**Run 1: I/O nets highlighted**

(12 px per µm)
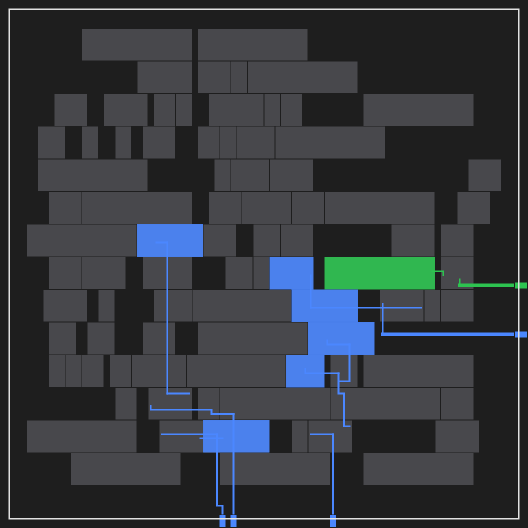
**Run 1: sequential cells colored by netlist name**

(6 px per µm)
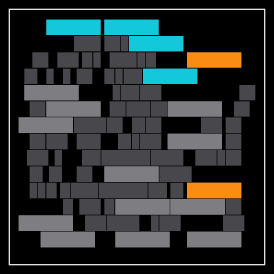
**Run 1: logic cells by family**

(10 px per µm)
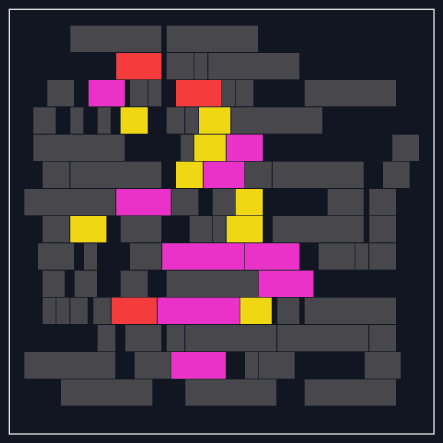
**config.mk**
```make
export PLATFORM = sky130hd
export DESIGN_NAME = w_shift_tx
export DESIGN_NICKNAME = d
export VERILOG_FILES = /design/src/rtl/w_shift_tx.sv
export SDC_FILE = /design/constraint.sdc
export NUM_CORES = 1
export LEC_CHECK = 0
export CAP_MARGIN = 10
export CORE_UTILIZATION = 53
export DETAILED_ROUTE_END_ITERATION = 10
export PLACE_DENSITY = 0.87
export SLEW_MARGIN = 20
export SYNTH_ARGS = -nofsm -noshare
export SYNTH_HDL_FRONTEND = slang
export SYNTH_SLANG_ARGS = --single-unit
```
**constraint.sdc**
```tcl
create_clock -name CLK -period 3.2 [get_ports CLK]
set_clock_uncertainty 0.1 [all_clocks]
set_input_delay 0.64 -clock CLK [delete_from_list [all_inputs] [get_ports CLK]]
set_output_delay 0.64 -clock CLK [all_outputs]
set_load 0.1 [all_outputs]
```
**src/rtl/w_shift_tx.sv**
```systemverilog
// Serial word transmitter feeding a 4-bit universal shift register (74HC194 style)
// used as a serial-in/parallel-out receiver; the word lands at the far end in DIN bit order.
module w_shift_tx #(
  parameter int WIDTH    = 4,
  parameter int IDLE_GAP = 0
) (
  input  logic             CLK,
  input  logic             MR_N,
  input  logic [0:WIDTH-1] DIN,
  input  logic             DIN_VALID,
  input  logic             DIR,
  output logic             DIN_READY,
  output logic [1:0]       S_OUT,
  output logic             SDR,
  output logic             SDL,
  output logic             BUSY,
  output logic             FRAME_DONE,
  output logic [1:0]       o_dbg_state
);

  // Handshake: a word transfers on a rising edge where DIN_VALID and DIN_READY are both 1;
  // DIN_READY is high only in IDLE, and DIN/DIR are captured on that edge.

  localparam int CW = $clog2(WIDTH);
  localparam logic [CW-1:0] LAST_BIT = CW'(WIDTH - 1);
  localparam logic [3:0]    GAP_LAST = 4'((IDLE_GAP > 0) ? IDLE_GAP - 1 : 0);

  typedef enum logic [1:0] {
    ST_IDLE  = 2'd0,
    ST_SHIFT = 2'd1,
    ST_DONE  = 2'd2,
    ST_GAP   = 2'd3
  } state_t;

  state_t           r_state, w_state_nxt;
  logic [CW-1:0]    r_cnt, w_cnt_nxt, w_cnt_inc, w_idx;
  logic [3:0]       r_gap, w_gap_nxt;
  logic [0:WIDTH-1] r_word, w_word_nxt;
  logic             r_dir, w_dir_nxt;
  logic [1:0]       r_s, w_s_nxt;
  logic             r_sdr, w_sdr_nxt;
  logic             r_sdl, w_sdl_nxt;
  logic             r_done, w_done_nxt;
  logic             w_bit;

  assign w_cnt_inc = r_cnt + 1'b1;

  always_ff @(posedge CLK or negedge MR_N) begin
    if (!MR_N) begin
      r_state <= ST_IDLE;
      r_cnt   <= '0;
      r_gap   <= '0;
      r_word  <= '0;
      r_dir   <= 1'b0;
      r_s     <= 2'b00;
      r_sdr   <= 1'b0;
      r_sdl   <= 1'b0;
      r_done  <= 1'b0;
    end else begin
      r_state <= w_state_nxt;
      r_cnt   <= w_cnt_nxt;
      r_gap   <= w_gap_nxt;
      r_word  <= w_word_nxt;
      r_dir   <= w_dir_nxt;
      r_s     <= w_s_nxt;
      r_sdr   <= w_sdr_nxt;
      r_sdl   <= w_sdl_nxt;
      r_done  <= w_done_nxt;
    end
  end

  always_comb begin
    w_state_nxt = r_state;
    w_cnt_nxt   = r_cnt;
    w_gap_nxt   = r_gap;
    w_word_nxt  = r_word;
    w_dir_nxt   = r_dir;
    w_s_nxt     = 2'b00;
    w_sdr_nxt   = 1'b0;
    w_sdl_nxt   = 1'b0;
    w_done_nxt  = 1'b0;
    w_idx       = '0;
    w_bit       = 1'b0;
    case (r_state)
      ST_IDLE: begin
        if (DIN_VALID) begin
          w_word_nxt  = DIN;
          w_dir_nxt   = DIR;
          w_cnt_nxt   = '0;
          w_state_nxt = ST_SHIFT;
          // First bit goes out on the accept edge, straight from the bus.
          if (DIR) begin
            w_s_nxt   = 2'b10;
            w_sdl_nxt = DIN[0];
          end else begin
            w_s_nxt   = 2'b01;
            w_sdr_nxt = DIN[WIDTH-1];
          end
        end
      end
      ST_SHIFT: begin
        w_cnt_nxt = w_cnt_inc;
        if (r_cnt == LAST_BIT) begin
          w_state_nxt = ST_DONE;
          w_done_nxt  = 1'b1;
        end else begin
          // Right shift sends MSB-index first so it ends up at Q3; left shift the reverse.
          w_idx = r_dir ? w_cnt_inc : (LAST_BIT - w_cnt_inc);
          w_bit = r_word[w_idx];
          if (r_dir) begin
            w_s_nxt   = 2'b10;
            w_sdl_nxt = w_bit;
          end else begin
            w_s_nxt   = 2'b01;
            w_sdr_nxt = w_bit;
          end
        end
      end
      ST_DONE: begin
        w_gap_nxt = '0;
        if (IDLE_GAP > 0) w_state_nxt = ST_GAP;
        else              w_state_nxt = ST_IDLE;
      end
      ST_GAP: begin
        w_gap_nxt = r_gap + 1'b1;
        if (r_gap == GAP_LAST) w_state_nxt = ST_IDLE;
      end
      default: w_state_nxt = ST_IDLE;
    endcase
  end

  assign DIN_READY   = (r_state == ST_IDLE);
  assign BUSY        = (r_state != ST_IDLE);
  assign S_OUT       = r_s;
  assign SDR         = r_sdr;
  assign SDL         = r_sdl;
  assign FRAME_DONE  = r_done;
  assign o_dbg_state = r_state;

endmodule
```
==> results.tsv, run 1 <==
metric	value	unit
destination_of_the_worst_register_to_register_timing_path	SDL	
fin_crit	2.08	ns
timing.critical_path.arrival	1.34	ns
insertedDiodeCount	0	
path_max_fanout	15	
endpoint	BUSY	
global_route.overflow_total	0	
tns	0	ns
status	finished, final reports clean	
netlist_area	862	µm²
netlist_top_cells_area	sky130_fd_sc_hd__dfrtp_1 (52%), sky130_fd_sc_hd__mux2_4 (7.0%), sky130_fd_sc_hd__mux4_2 (5.2%), sky130_fd_sc_hd__ha_1 (4.4%), sky130_fd_sc_hd__a22o_1 (3.0%)	
synth.yosys.chip_area	862	µm²
initialDrtViolationCount	3	
core_area	1510	µm²
lay_top_count	sky130_fd_sc_hd__dfrtp_1	
ys_cells	70	
max-cap-violations	0	
die_h	42.3	µm
synth_cell_types	25	
critical_path.startpoint	o_dbg_state[1]	
rows	14	
largest_net_degree_at_the_start_of_global_routing	19	
synth-warning-count	0	
post_route_cells_drive_above_1_share	25.6	%
tightestPinTransition	0.784	ns
drt_first_pass_iters	4	
cp-start-kind	flop	
routed-via-count	581	
cts_made_buffers	3	
place.port_buffers	16	
clkTransAtPathRegs	0.09	ns
lay_top_cells	sky130_fd_sc_hd__dfrtp_1 (18), sky130_fd_sc_hd__buf_4 (9), sky130_fd_sc_hd__clkdlybuf4s50_1 (7), sky130_fd_sc_hd__nand2_1 (5)	
fmax	480	MHz
synth.yosys.seq_area_share	52.2	%
netlist_instances	70	
critPathMaxStageDelay	0.62	ns
core_util_floorplan	57.2	%
setup.reg_to_reg.worst_slack	1.40	ns
hold_viol_final	0	
antenna_violating_nets_post_route	0	
postCtsSetupRepairBufs	0	
layout_setup_ws	1.12	ns
cts_tree	built	
cts-htree-levels	1	
worstSkewPairLatency	0.28	ns
placed_cell_area	1000	µm²
worst_r2r_startpoint	r_cnt[0]	
die_width	42.3	µm
track_usage	20.1	%
synth_flop_count	18	
fill_cells	112	
synth.avg_cell_area	12.3	µm²
worst_hold_path_type	reg -> reg	
total_nets_final	99	
top_area_share	52.2	%
max-slew-margin-rel	47.6	%
holdBufCountCts	0	
floorplan.io_pins	17	
detail_route.wl_per_cell	15.0	µm
log.warning_count	27	
cts.path.max_buffers	2	
clock_sinks	18	
antenna_found_initial	0	
gpl.final_weighted_congestion	0.786	
post-synth-top-area-cell	sky130_fd_sc_hd__dfrtp_1	
die-area	1790	µm²
final_area	1020	µm²
grt_first_pass_wirelength	2670	µm
mean_number_of_vias_per_cell	5.70	
growth_of_design_area_from_synthesis_to_finish	18.6	%
cts.repair.resized	0	
clockRootBuffer	sky130_fd_sc_hd__clkbuf_4	
worstRegToRegCells	3	
cp.required	2.46	ns
worstPathCellList	nor2_4 > inv_1 > buf_4	
grt_pass1_vias	582	
setup_violations	0	
dpl_worst_slack	0.984	ns
syn_nets	81	
rsz0062_at_grt	no	
## Picture notes: 'I/O nets highlighted'
blue -> DIN  # bits 4, direction input, edge 3 south, 1 east, end cells 6, buffers 4, wire 93.1 µm
green -> SDL  # bits 1, direction output, edge east, end cells 1, buffers 1, wire 6.10 µm

## Picture notes: 'sequential cells colored by netlist name'
cyan -> r_gap  # sequential cells 4, where north
orange -> S_OUT  # sequential cells 2
not colored = 12

## Picture notes: 'logic cells by family'
yellow -> AND-OR and OR-AND gates  # cells 8, where center
red -> adder and majority cells  # cells 3
magenta -> multiplexers  # cells 9

## run 1: critical path: cells and delay by family, from the launching register on
kind | cells | cell delay (ns)
buffers and inverters | 2 | 0.35
and+or+nand+nor | 1 | 0.09
DFF | 1 | 0.62
## run 1: stage by stage
| stage | instances | util, % | hold WS [ns] |
|---|---|---|---|
| after floorplan | 70 | - | 0.244 |
| after detailed placement | 99 | 66.4 | 0.405 |
| after CTS | 102 | 67.9 | 0.425 |
| final | 102 | 67.9 | 0.426 |
| after global routing | 102 | 67.9 | 0.474 |
| after global placement | 99 | 66.4 | 0.394 |
## run 1: final cells by class
type | count | area, µm² | area share [%]
sequential | 18 | 450 | 44.1
multi-input combinational | 45 | 377 | 36.8
timing repair buffer | 16 | 138 | 13.5
clock buffer | 3 | 22.5 | 2.20
tap | 16 | 20.0 | 1.96
inverter | 4 | 15.0 | 1.47
## run 1: cells in the mapped netlist
master / instances
sky130_fd_sc_hd__nor3_1: 1
sky130_fd_sc_hd__inv_1: 4
sky130_fd_sc_hd__or3b_1: 1
sky130_fd_sc_hd__nand3_1: 2
sky130_fd_sc_hd__mux2i_1: 2
sky130_fd_sc_hd__a32o_1: 1
sky130_fd_sc_hd__mux2_2: 1
sky130_fd_sc_hd__dfrtp_1: 18
sky130_fd_sc_hd__ha_1: 3
sky130_fd_sc_hd__nor2_1: 5
sky130_fd_sc_hd__o21ai_0: 4
sky130_fd_sc_hd__and3_1: 1
sky130_fd_sc_hd__a21o_1: 3
sky130_fd_sc_hd__a211o_2: 1
sky130_fd_sc_hd__a22o_1: 3
sky130_fd_sc_hd__nand2_1: 5
sky130_fd_sc_hd__nand2b_1: 1
sky130_fd_sc_hd__or2_2: 1
sky130_fd_sc_hd__mux4_2: 2
sky130_fd_sc_hd__nor2b_1: 2
sky130_fd_sc_hd__or2b_1: 1
sky130_fd_sc_hd__mux2_4: 4
sky130_fd_sc_hd__and2_1: 1
sky130_fd_sc_hd__buf_2: 1
sky130_fd_sc_hd__buf_6: 2
## run 1: state kept, by name, summed over array words and instances, names as in the netlist
| signal | count |
|---|---|
| r_gap | 4 |
| r_word | 4 |
| S_OUT | 2 |
| o_dbg_state | 2 |
| r_cnt | 2 |
| FRAME_DONE | 1 |
| SDL | 1 |
| SDR | 1 |
| r_dir | 1 |
## run 1: how the worst min path moves through the flow
stage / from / endpoint / slack (ns) / cells past startpoint
6_report: r_cnt[1] / r_cnt[1] / 0.43 / 2
5_1_grt: r_word[2] / r_word[2] / 0.47 / 1
4_1_cts: r_cnt[1] / r_cnt[1] / 0.43 / 2
3_5_place_dp: r_cnt[1] / r_cnt[1] / 0.40 / 2
3_3_place_gp: r_cnt[1] / r_cnt[1] / 0.39 / 2
2_1_floorplan: MR_N / FRAME_DONE / 0.24 / 0
## run 1: per-layer routing
layer	share of wire (%)	vias to the layer above	global-route usage, %
met5	0	-	0
met4	0.59	0	9.38
met3	6.4	2	4.74
met2	47	22	28.0
met1	46	277	29.7
li1	-	280	-
## run 1: cells by family after synthesis
logic type	count (synthesis)	share of synthesized area, %
simple gates	21	12.3
flops	18	52.2
buf+inv	7	4.93
mux	9	15.8
fa+ha+maj	3	4.35
compound gates	12	10.3
==> inputs of run 2 (changes only) <==
Settings changed: CORE_UTILIZATION 53 to 49, PLACE_DENSITY 0.87 to 0.81.
Clock period 3.2 ns to 2 ns, I/O delays scaled along.
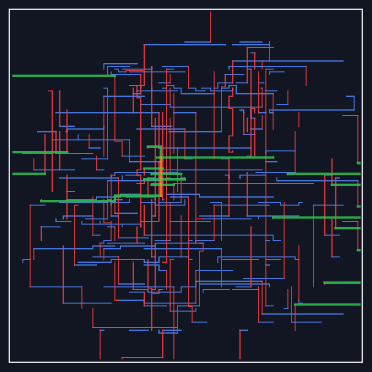
**Above:** run 2 (signal wires by layer).
(8 px per µm)
blue -> met1  # wire length 718 µm
green -> met3  # wire length 109 µm
red -> met2  # wire length 649 µm
orange -> met4  # wire length 4.80 µm

==> run 2 against run 1 <==
Setup slack worse by 0.97 ns. Synthesized cell count unchanged. Routed wire length fell by 3.1%. Synthesized area did not move. Via count rose by 0.69%. Largest cell class unchanged. Clock-buffer cell count increased by 1. Die area rose by 7.8%. Highest routed layer unchanged. Non-clock buffer count grew 1. Global-route usage fell by 1.6 points. First-iteration DRC count rose to 7.3 times the previous value. Register-to-register slack lost 1.2 ns.
==> results.tsv, run 2 <==
metric	value	unit
status	finished, final reports clean	
post_route_cells_drive_above_1_share	30.7	%
cts.repair.resized	0	
crit_cells	3	
total_nets_final	100	
die_width	43.9	µm
clockRootBuffer	sky130_fd_sc_hd__clkbuf_4	
endpoint	BUSY	
die-area	1930	µm²
gpl.final_weighted_congestion	0.728	
initialDrtViolationCount	22	
global_route.overflow_total	0	
floorplan.io_pins	17	
place.port_buffers	16	
netlist_top_cells_area	sky130_fd_sc_hd__dfrtp_1 (52%), sky130_fd_sc_hd__mux2_4 (7.0%), sky130_fd_sc_hd__mux4_2 (5.2%), sky130_fd_sc_hd__ha_1 (4.4%), sky130_fd_sc_hd__a22o_1 (3.0%)	
hold_viol_final	0	
clkTransAtPathRegs	0.10	ns
worst_hold_path_type	in -> async	
synth_flop_count	18	
routed-via-count	585	
antenna_found_initial	0	
cp.required	1.50	ns
antenna_violating_nets_post_route	0	
mean_number_of_vias_per_cell	5.63	
ys_cells	70	
syn_nets	81	
postSynth.topFlopCell	sky130_fd_sc_hd__dfrtp_1	
grt_first_pass_wirelength	2500	µm
detail_route.wl_per_cell	14.2	µm
netlist.top_cell.by_instances	sky130_fd_sc_hd__dfrtp_1	
enable_flop_cells	0	
top_area_share	52.2	%
setup_violations	0	
netlist_instances	70	
critPathMaxStageDelay	0.57	ns
rsz0062_at_grt	no	
synth-warning-count	0	
core_util_floorplan	54.7	%
fin_crit	1.85	ns
cts-htree-levels	1	
commonest_cells_post_synth	sky130_fd_sc_hd__dfrtp_1 (18), sky130_fd_sc_hd__nand2_1 (5), sky130_fd_sc_hd__nor2_1 (5)	
setup.reg_to_reg.worst_slack	0.20	ns
worstRegToRegCells	3	
rows	14	
largest_net_degree_at_the_start_of_global_routing	19	
die_h	43.9	µm
lay_top_cells	sky130_fd_sc_hd__dfrtp_1 (16), sky130_fd_sc_hd__clkdlybuf4s50_1 (7), sky130_fd_sc_hd__buf_4 (6), sky130_fd_sc_hd__nand2_1 (5)	
tightestPinTransition	0.315	ns
insertedDiodeCount	0	
cts_tree	built	
grt_pass1_vias	564	
timing.critical_path.arrival	1.35	ns
destination_of_the_worst_register_to_register_timing_path	SDL	
clock_sinks	18	
worstPathCellList	nor2_4 > clkinvlp_4 > buf_12	
worst_r2r_startpoint	r_cnt[0]	
drt_first_pass_iters	6	
largest_delay_share_family_worst_path	flip-flops	
synth.avg_cell_area	12.3	µm²
async_flop_share	100	%
worst-path-buf-inv	2	
cts.path.max_buffers	2	
synth.yosys.chip_area	862	µm²
fmax	540	MHz
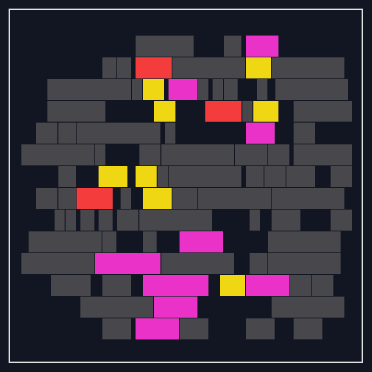
**Above:** run 2 (logic cells by family).
(8 px per µm)
yellow -> AND-OR and OR-AND gates  # cells 8
magenta -> multiplexers  # cells 9
red -> adder and majority cells  # cells 3

## run 2: cell counts after synthesis
No cell type changed its count.
## run 2: worst reg2reg max path: stages, from the launching register on
cell and delay [ns]:
sky130_fd_sc_hd__dfrtp_1 0.44, sky130_fd_sc_hd__ha_1 0.37, sky130_fd_sc_hd__mux4_2 0.51, sky130_fd_sc_hd__a32o_1 0.28
## run 2: layout make-up
cell class,count,area [µm²],share of cell area [%]
inverters,4,18.8,1.70
repair buffers,17,195,17.7
flip-flops and latches,18,458,41.4
multi-input cells,45,377,34.1
clock buffers,4,36.3,3.28
well taps,16,20.0,1.81
## run 2: worst min-delay path by stage
stage	start	endpoint	cells after the start
3_3_place_gp	r_cnt[1]	r_cnt[1]	2
5_1_grt	MR_N	r_word[3]	2
4_1_cts	MR_N	r_word[3]	2
6_report	MR_N	r_word[3]	2
3_5_place_dp	r_cnt[1]	r_cnt[1]	2
2_1_floorplan	MR_N	FRAME_DONE	0
## run 2: metrics by stage
step,worst slack [ns],utilization [%],instance area (µm²),setup TNS [ns],std cells
detailed placement,0.0153,67.8,1070,0,100
finish,0.148,70.1,1100,0,104
global route,0.0840,70.1,1100,0,104
CTS,0.134,70.1,1100,0,104
floorplan,-0.485,-,887,-0.485,70
global placement,0.0461,67.8,1070,0,100
## run 2: logic make-up (layout without fill, tap and decap cells)
kind of cell    count (synthesis)  after routing  share of synthesized area (%)
fa+ha+maj                       3              3                           4.35
simple gates                   21             21                           12.3
flops                          18             18                           52.2
mux                             9              9                           15.8
buf+inv                         7             25                           4.93
compound gates                 12             12                           10.3
## run 2: routing by layer
| metal | GRT usage, % | routed length, µm | share of wire, % |
|---|---|---|---|
| met4 | 5.45 | 4 | 0.27 |
| met1 | 24.0 | 717 | 48 |
| met5 | 0 | 0 | 0 |
| met2 | 28.1 | 649 | 44 |
| met3 | 8.33 | 108 | 7.3 |
==> inputs of run 3 (changes only) <==
Settings changed: SETUP_SLACK_MARGIN set to 0.05.
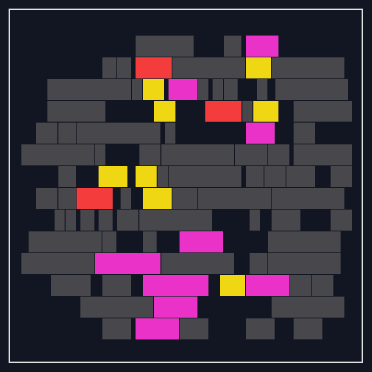
**Above:** run 3 (logic cells by family).
(8 px per µm)
magenta -> multiplexers  # cells 9
yellow -> AND-OR and OR-AND gates  # cells 8
red -> adder and majority cells  # cells 3

==> run 3 against run 2 <==
Clock-buffer cell count did not move. Die area stayed put. Critical path type unchanged. Critical endpoint unchanged.
==> results.tsv, run 3 <==
metric	value	unit
synth.yosys.chip_area	862	µm²
fmax	540	MHz
timing.critical_path.arrival	1.35	ns
async_flop_share	100	%
ys_cells	70	
postSynth.topFlopCell	sky130_fd_sc_hd__dfrtp_1	
post_synth_main_logic_family	multiplexers	
max-slew-margin-rel	79.0	%
growth_of_design_area_from_synthesis_to_finish	28.2	%
fill_cells	106	
synth-warning-count	0	
die-area	1930	µm²
floorplan.io_pins	17	
finalCoreUtilization	70.1	%
cp.required	1.50	ns
grt_pass1_vias	564	
top_area_share	52.2	%
critPathMaxStageDelay	0.57	ns
detail_route.wl_per_cell	14.2	µm
antenna_violating_nets_post_route	0	
mean_number_of_vias_per_cell	5.63	
synth_compound_gate_area_share	10.3	%
max-cap-violations	0	
track_usage	18.5	%
place.port_buffers	16	
register_cell_area_after_layout	458	µm²
largest_net_degree_at_the_start_of_global_routing	19	
yosys-mux-area-fraction	15.8	%
worst_hold_path_type	in -> async	
cts_made_buffers	3	
netlist_instances	70	
post-synth-top-area-cell	sky130_fd_sc_hd__dfrtp_1	
insertedDiodeCount	0	
netlist.top_cell.by_instances	sky130_fd_sc_hd__dfrtp_1	
clockRootBuffer	sky130_fd_sc_hd__clkbuf_4	
lay_top_cells	sky130_fd_sc_hd__dfrtp_1 (16), sky130_fd_sc_hd__clkdlybuf4s50_1 (7), sky130_fd_sc_hd__buf_4 (6), sky130_fd_sc_hd__nand2_1 (5)	
combGateArea	377	µm²
hold_viol_final	0	
fin_crit	1.85	ns
cts_tree	built	
routed-via-count	585	
die_h	43.9	µm
commonest_cells_post_synth	sky130_fd_sc_hd__dfrtp_1 (18), sky130_fd_sc_hd__nand2_1 (5), sky130_fd_sc_hd__nor2_1 (5)	
worstSkewPairLatency	0.29	ns
placed_cell_area	1070	µm²
status	finished, final reports clean	
cp-start-kind	flop	
worstPathCellList	nor2_4 > clkinvlp_4 > buf_12	
rsz0062_at_grt	no	
post_route_cells_drive_above_1_share	30.7	%
synth_cell_types	25	
path_max_fanout	11	
synth_flop_count	18	
die_width	43.9	µm
cts.repair.resized	0	
core_area	1580	µm²
rows	14	
drt_first_pass_iters	6	
initialDrtViolationCount	22	
synth.cellmix.xorXnorShare	0	%
simple_gate_share	12.3	%
clkTransAtPathRegs	0.10	ns
netlist_area	862	µm²
tns	0	ns
total_nets_final	100	
setup_violations	0	
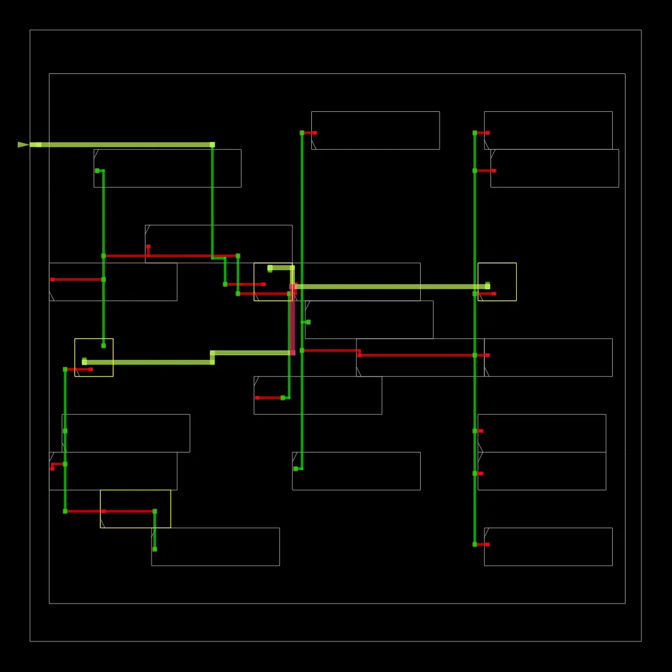
**Above:** run 3 (the clock network).
flop count: 18
# clk buffers: 4
TritonCTS Sinks: 18

-- run 3: kinds of logic (layout without fill, tap and decap cells) --
group | count (synthesis) | in the layout
adders and majority gates | 3 | 3
DFF | 18 | 18
buffers and inverters | 7 | 25
AOI/OAI and AO/OA | 12 | 12
and+or+nand+nor | 21 | 21
muxes | 9 | 9
-- run 3: worst paths after layout --
path	slack, ns	depth (start not counted)	endpoint	startpoint
max reg2reg	0.20	3	SDL	r_cnt[0]
max in group asynchronous	1.25	2	o_dbg_state[1]	MR_N
max	0.15	3	BUSY	o_dbg_state[0]
min in group CLK	0.41	2	r_cnt[1]	r_cnt[1]
min	0.33	2	r_word[3]	MR_N
min reg2reg	0.41	2	r_cnt[1]	r_cnt[1]
-- run 3: critical path, delay by kind of cell, from the launching register on --
kind	cells	cell delay, ns
simple gates	1	0.20
flops	1	0.57
buf+inv	2	0.29
-- run 3: area by class of cell --
class	count	share of cell area [%]
sequential	18	41.4
multi-input combinational	45	34.1
timing repair buffer	17	17.7
clock buffer	4	3.28
tap	16	1.81
inverter	4	1.70
-- run 3: metal layers --
layer | GRT usage [%] | wire length, µm | vias to the layer above
met2 | 28.1 | 649 | 24
met4 | 5.45 | 4 | 0
met3 | 8.33 | 108 | 2
met1 | 24.0 | 717 | 281
met5 | 0 | 0 | -
li1 | - | - | 278
-- run 3: metrics by stage --
stage / cells / setup slack, ns
global placement: 100 / 0.0461
floorplan: 70 / -0.485
detailed placement: 100 / 0.0153
CTS: 104 / 0.134
global route: 104 / 0.0840
finish: 104 / 0.148
